==> src/rtl/mem_access_ctrl.sv <==
// mem_access_ctrl: MEM-stage data-memory access controller.
// Turns the EX/MEM MemRead/MemWrite request into one single-word req/ack
// transaction and freezes the pipeline via stall_o until it completes.
// Optional build macro: MEM_TIMEOUT_EN. When defined, an ACCESS that waits
// TIMEOUT_CYCLES without ack is aborted, the load returns 32'hDEADBEEF and a
// sticky err_o is raised. When undefined, ACCESS waits indefinitely and
// err_o is tied low.

module mem_access_ctrl #(
  parameter int ADDR_W         = 32,
  parameter int DATA_W         = 32,
  parameter int TIMEOUT_CYCLES = 256
) (
  input  logic              clk_i,
  input  logic              rst_i,
  input  logic              MemRead_i,
  input  logic              MemWrite_i,
  input  logic [ADDR_W-1:0] addr_i,
  input  logic [DATA_W-1:0] wdata_i,
  output logic              stall_o,
  output logic [DATA_W-1:0] rdata_o,
  output logic              mem_req_o,
  output logic              mem_we_o,
  output logic [ADDR_W-1:0] mem_addr_o,
  output logic [DATA_W-1:0] mem_wdata_o,
  input  logic              mem_ack_i,
  input  logic [DATA_W-1:0] mem_rdata_i,
  output logic              err_o
);

  typedef enum logic [1:0] {
    ST_IDLE   = 2'b00,
    ST_ACCESS = 2'b01,
    ST_DONE   = 2'b10
  } state_t;

  state_t              state_r;
  logic                mem_req_r;
  logic                mem_we_r;
  logic [ADDR_W-1:0]   mem_addr_r;
  logic [DATA_W-1:0]   mem_wdata_r;
  logic [DATA_W-1:0]   rdata_r;
  logic                req_s;
  logic                stall_s;
  logic                timeout_s;
  logic                unused_s;

  // The two byte-offset bits never reach the word-addressed memory.
  assign unused_s = ^{addr_i[1:0], (TIMEOUT_CYCLES > 0)};

  assign req_s = MemRead_i | MemWrite_i;

`ifdef MEM_TIMEOUT_EN
  localparam int                CNT_W     = $clog2(TIMEOUT_CYCLES) + 1;
  localparam logic [CNT_W-1:0]  TMO_LAST  = CNT_W'(TIMEOUT_CYCLES - 1);
  localparam logic [CNT_W-1:0]  CNT_ONE   = CNT_W'(1);
  localparam logic [DATA_W-1:0] TMO_RDATA = DATA_W'(32'hDEADBEEF);

  logic [CNT_W-1:0] tmo_cnt_r;
  logic             err_r;

  // The last allowed ACCESS cycle without ack aborts the transaction; an ack
  // in that same cycle still completes normally.
  assign timeout_s = (state_r == ST_ACCESS) && !mem_ack_i && (tmo_cnt_r == TMO_LAST);

  // Wait counter: cleared when an access is launched, counts ACCESS cycles without ack.
  always_ff @(posedge clk_i or posedge rst_i) begin
    if (rst_i) begin
      tmo_cnt_r <= {CNT_W{1'b0}};
    end else if ((state_r == ST_IDLE) && req_s) begin
      tmo_cnt_r <= {CNT_W{1'b0}};
    end else if ((state_r == ST_ACCESS) && !mem_ack_i && !timeout_s) begin
      tmo_cnt_r <= tmo_cnt_r + CNT_ONE;
    end else begin
      tmo_cnt_r <= tmo_cnt_r;
    end
  end

  assign err_o = err_r;
`else
  assign timeout_s = 1'b0;
  assign err_o     = 1'b0;
`endif

  // Stall is combinational in IDLE so EX/MEM holds in the very cycle the
  // request first appears; DONE releases the pipeline for one edge.
  always_comb begin
    stall_s = 1'b0;
    case (state_r)
      ST_IDLE:   stall_s = req_s;
      ST_ACCESS: stall_s = 1'b1;
      ST_DONE:   stall_s = 1'b0;
      default:   stall_s = 1'b0;
    endcase
  end

  // Access FSM with registered memory-side outputs and load-data register.
  always_ff @(posedge clk_i or posedge rst_i) begin
    if (rst_i) begin
      state_r     <= ST_IDLE;
      mem_req_r   <= 1'b0;
      mem_we_r    <= 1'b0;
      mem_addr_r  <= {ADDR_W{1'b0}};
      mem_wdata_r <= {DATA_W{1'b0}};
      rdata_r     <= {DATA_W{1'b0}};
`ifdef MEM_TIMEOUT_EN
      err_r       <= 1'b0;
`endif
    end else begin
      case (state_r)
        ST_IDLE: begin
          if (req_s) begin
            // Read and write together is illegal; the write wins.
            mem_we_r    <= MemWrite_i;
            mem_addr_r  <= {addr_i[ADDR_W-1:2], 2'b00};
            mem_wdata_r <= wdata_i;
            mem_req_r   <= 1'b1;
            state_r     <= ST_ACCESS;
          end else begin
            mem_req_r   <= 1'b0;
            state_r     <= ST_IDLE;
          end
        end
        ST_ACCESS: begin
          if (mem_ack_i) begin
            if (!mem_we_r) begin
              rdata_r <= mem_rdata_i;
            end else begin
              rdata_r <= rdata_r;
            end
            mem_req_r <= 1'b0;
            state_r   <= ST_DONE;
          end else if (timeout_s) begin
`ifdef MEM_TIMEOUT_EN
            if (!mem_we_r) begin
              rdata_r <= TMO_RDATA;
            end else begin
              rdata_r <= rdata_r;
            end
            err_r     <= 1'b1;
`endif
            mem_req_r <= 1'b0;
            state_r   <= ST_DONE;
          end else begin
            mem_req_r <= 1'b1;
            state_r   <= ST_ACCESS;
          end
        end
        ST_DONE: begin
          // EX/MEM still shows the finished instruction here; ignore it.
          mem_req_r <= 1'b0;
          state_r   <= ST_IDLE;
        end
        default: begin
          mem_req_r <= 1'b0;
          state_r   <= ST_IDLE;
        end
      endcase
    end
  end

  assign stall_o     = stall_s;
  assign mem_req_o   = mem_req_r;
  assign mem_we_o    = mem_we_r;
  assign mem_addr_o  = mem_addr_r;
  assign mem_wdata_o = mem_wdata_r;
  assign rdata_o     = rdata_r;

endmodule

==> config.mk <==
export PLATFORM = sky130hd
export DESIGN_NAME = mem_access_ctrl
export DESIGN_NICKNAME = d
export VERILOG_FILES = /design/src/rtl/mem_access_ctrl.sv
export SDC_FILE = /design/constraint.sdc
export NUM_CORES = 1
export LEC_CHECK = 0
export ABC_AREA = 1
export CAP_MARGIN = 20
export CORE_MARGIN = 2
export CORE_UTILIZATION = 40
export DETAILED_ROUTE_END_ITERATION = 10
export PLACE_DENSITY = 0.87
export RECOVER_POWER = 100
export SLEW_MARGIN = 20
export SYNTH_ARGS = -nofsm -noshare
export SYNTH_HDL_FRONTEND = slang
export SYNTH_SLANG_ARGS = --single-unit
export TNS_END_PERCENT = 30
==> constraint.sdc <==
create_clock -name clk_i -period 3.9 [get_ports clk_i]
set_input_delay 1.17 -clock clk_i [delete_from_list [all_inputs] [get_ports clk_i]]
set_output_delay 1.17 -clock clk_i [all_outputs]
set_load 0.1 [all_outputs]
==> metrics.cfg, run 1 <==
[run_status]
outcome=complete, but fails checks
violations=max-capacitance violations, max-slew violations

[cts]
clockBufferDepth=2
clkTransAtPathRegs_ns=0.09
cts-resized-gates=0
insertion_delay_ns=0.34
postCtsSetupBuffers=0
cts_tree=built

[global_routing]
grt_util_met1_pct=24.86
busiest_layer=met2
antenna_found_initial=0
grt_pass1_wl_um=16800

[placed_design]
place.gp.congestion=0.7671

[cells_and_area]
drive_gt1_share_pct=3.909
fin_cells=743

[yosys]
synth_cell_types=15
async_flop_share_pct=100.0
top_cell=nand2_1

[critical_path]
endpoint_kind=output port
cp.required_ns=2.73
crit_chain=dlygate4sd3_1, inv_1, nand2_1, nand2_2, nand2_1, buf_12
cp_max_fo=2

[detailed_routing]
viasPerCell=4.790
drt-met1-wl_um=4170
top_layer=met4
first_pass_iters=4
dr_wl_met3_um=827
drt_iter0_markers=199

[job]
cap_violations=1

[min_path]
hold_path.class=flip-flop to flip-flop
holdPathStages=2
min_to=rdata_o[0]

[floorplanning]
die_w_um=102.4

[sta]
maxSlewViolCount=98

## run 1: tightest hold or removal path, cell delays in order (launching register included)
cell     delay (ns)
dfrtp_1        0.34
nand2_1        0.05
nand2_1        0.05
## run 1: final cells by class
| class | instances | area [µm²] |
|---|---|---|
| Sequential cell | 97 | 2427 |
| Tap cell | 129 | 161.4 |
| Inverter | 5 | 22.52 |
| Clock inverter | 4 | 53.80 |
| Clock buffer | 11 | 141.4 |
| Timing Repair Buffer | 199 | 1893 |
| Multi-Input combinational cell | 298 | 1250 |
| Fill cell | 787 | 3378 |
## run 1: logic make-up (layout without fill, tap and decap cells)
kind of cell    Yosys count  in the layout  share of synthesized area, %
compound gates            1              1                        0.1292
flops                    97             97                         62.72
other cells               1              3                       0.09690
simple gates            294            294                         31.81
buf+inv                  36            219                         5.237
## run 1: placed cells by master, fill, tap and decap left out
master	netlist	layout
clkdlybuf4s50_1	0	95
bufinv_16	0	1
nand2_1	197	196
dlygate4sd3_1	0	84
nand3_1	94	94
clkinv_4	0	1
inv_2	1	1
nand2_2	0	1
inv_1	4	3
nor2_1	1	1
clkbuf_2	0	2
nor2_4	1	1
clkinvlp_4	0	3
nor2_2	1	1
conb_1	1	3
dfrtp_1	97	97
clkbuf_1	9	16
buf_4	4	2
buf_12	0	1
clkbuf_8	0	10
o21ai_1	1	1
## run 1: registers in the layout, summed over array words and instances, names as in the netlist
signal	cells
state_r	2
mem_we_o	1
mem_wdata_o	32
mem_addr_o	30
rdata_o	32
## run 1: metrics by stage
step,util (%),hold WS [ns]
after floorplan,-,0.5125
after global routing,63.78,0.4935
after detailed placement,62.39,0.4571
final,63.78,0.4693
after global placement,62.36,0.4535
after CTS,64.48,0.4795
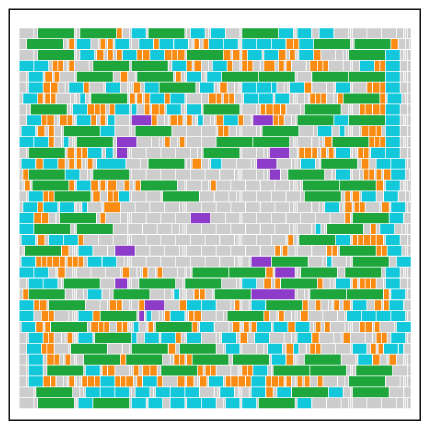
*Placed cells, one color a class, run 1*
(4 px per µm) Fill, decap, tap and diode cells in gray.
Key: purple = clock drivers and dummy loads [cells 15, share of their area 3.4%]; cyan = remaining buffers and delay cells [cells 199, share of their area 33%]; orange = combinational and other logic [cells 303, share of their area 22%]; green = sequential cells [cells 97, share of their area 42%]
Seq/total area: 40.80%
row count: 35

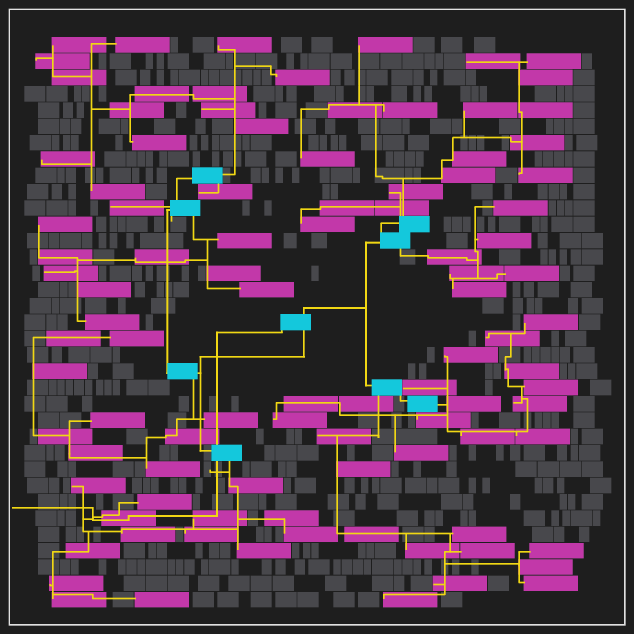
*Clock network drawn from the DEF, run 1*
(6 px per µm)
Key: cyan = clock drivers [count 9]; magenta = flip-flops [count 97]; yellow = clock wires [length 1060 µm]
Position of the flops: widely spread.
clock skew: 0.01051 ns

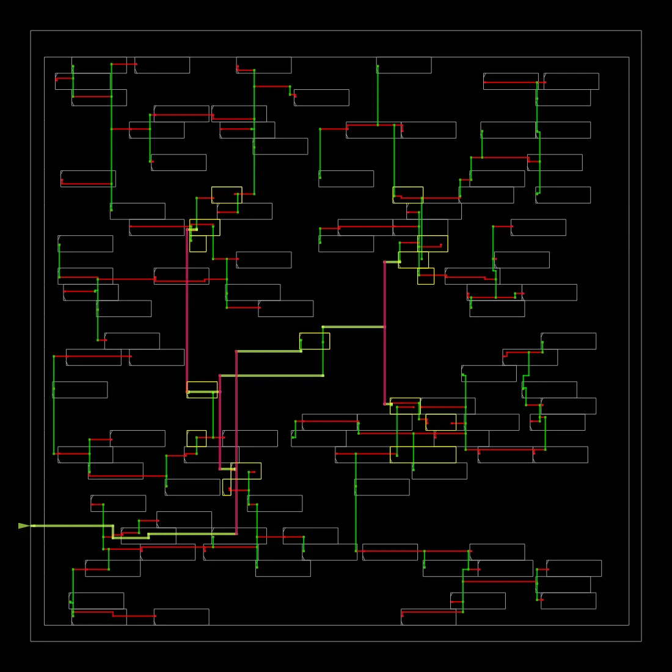
*The clock network, run 1*
Num CTS Buffers: 9
clock buffers: 11

==> run 2: changes to the inputs <==
CORE_UTILIZATION = 36   (was 40)
PLACE_DENSITY = 0.83   (was 0.87)
clock period = 3 ns   (was 3.9 ns; I/O delays follow)
==> run 2 against run 1 <==
The run now ends clean; first-iteration DRC count increased by 27%; critical path depth unchanged; sequential cell count unchanged; utilization decreased by 11 points; synthesized area unchanged; setup slack got worse by 0.33 ns; critical endpoint unchanged.
==> metrics.cfg, run 2 <==
[cts]
insertion_delay_ns=0.35
cts-resized-gates=0
clkTransAtPathRegs_ns=0.08
cts_tree=built
postCtsSetupBuffers=0

[cells_and_area]
final_cell_mix=nand2_1 (196), clkbuf_1 (98), dfrtp_1 (97)
layout.filler_cells=1027

[detailed_routing]
drt_iter0_markers=253

[run_status]
outcome=completed

[global_routing]
antenna_found_initial=0
busiest_layer=met2

[floorplanning]
die_w_um=107.7
rows=37

[sta]
clock_skew_ns=0.007635

[min_path]
hold_path.class=flip-flop to flip-flop

[placed_design]
place.gp.congestion=0.7258

[yosys]
top_cell=nand2_1
async_flop_share_pct=100.0

[critical_path]
endpoint_kind=output port

run 2: netlist changes by cell type in the layout (fill, tap and decap cells not counted), moves of 2 or more:
cell           change
clkbuf_1          +82
dlygate4sd3_1     -81
clkbuf_8           +3
clkinv_2           +2
clkinvlp_4         -2
run 2: per-layer routing:
metal | vias to the layer above | wire length, µm | share of wire [%]
met5 | - | 0 | 0
met2 | 160 | 4925 | 48
met1 | 1654 | 4219 | 41
met3 | 21 | 941 | 9.1
li1 | 1719 | - | -
met4 | 0 | 213 | 2.1
run 2: logic make-up after synthesis:
| group | count (synthesis) | share of synthesized area (%) |
|---|---|---|
| AOI/OAI and AO/OA | 1 | 0.1292 |
| DFF | 97 | 62.72 |
| other | 1 | 0.09690 |
| buffers and inverters | 36 | 5.237 |
| and+or+nand+nor | 294 | 31.81 |
run 2: worst max path at each step:
stage / end / slack (ns) / cells past startpoint
2_1_floorplan: stall_o / -0.03 / 5
3_3_place_gp: stall_o / 0.27 / 6
3_5_place_dp: stall_o / 0.26 / 6
4_1_cts: stall_o / 0.26 / 6
5_1_grt: rdata_o[17] / 0.11 / 7
6_report: stall_o / 0.19 / 6
run 2: layout make-up:
class	count	area, µm²	area share [%]
Sequential cell	97	2427	44.39
Timing Repair Buffer	202	1405	25.70
Multi-Input combinational cell	298	1250	22.86
Clock buffer	14	182.7	3.341
Tap cell	136	170.2	3.112
Inverter	5	22.52	0.4119
Clock inverter	2	10.01	0.1831
run 2: tightest hold or removal path: cells and delay by family, from the launching register on:
family / cells / cell delay, ns
DFF: 1 / 0.35
and+or+nand+nor: 2 / 0.10
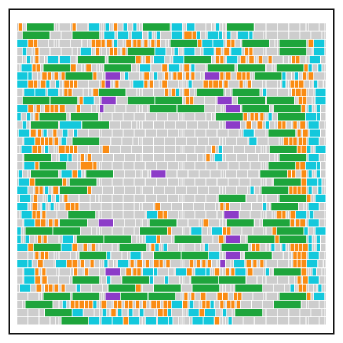
*Placed cells, one color a class, run 2*
(3 px per µm) Fill, decap, tap and diode cells in gray.
Key: purple = clock drivers and dummy loads [cells 16, share of their area 3.6%]; cyan = remaining buffers and delay cells [cells 202, share of their area 27%]; green = sequential cells [cells 97, share of their area 46%]; orange = combinational and other logic [cells 303, share of their area 24%]
design area: 5468 µm²
CORE AREA: 10370 µm²

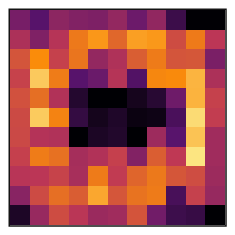
*Local utilization, run 2*
(2 px per µm) The die is cut into 11 by 11 equal tiles; black is low, pale yellow is high, 0 to 100% covered.
5.8% of the tiles are nearly empty. The fullest tile reaches 94%. The emptiest ninth of the die: middle.
final core occ: 52.73%
Floorplan Utilization: 37.32%

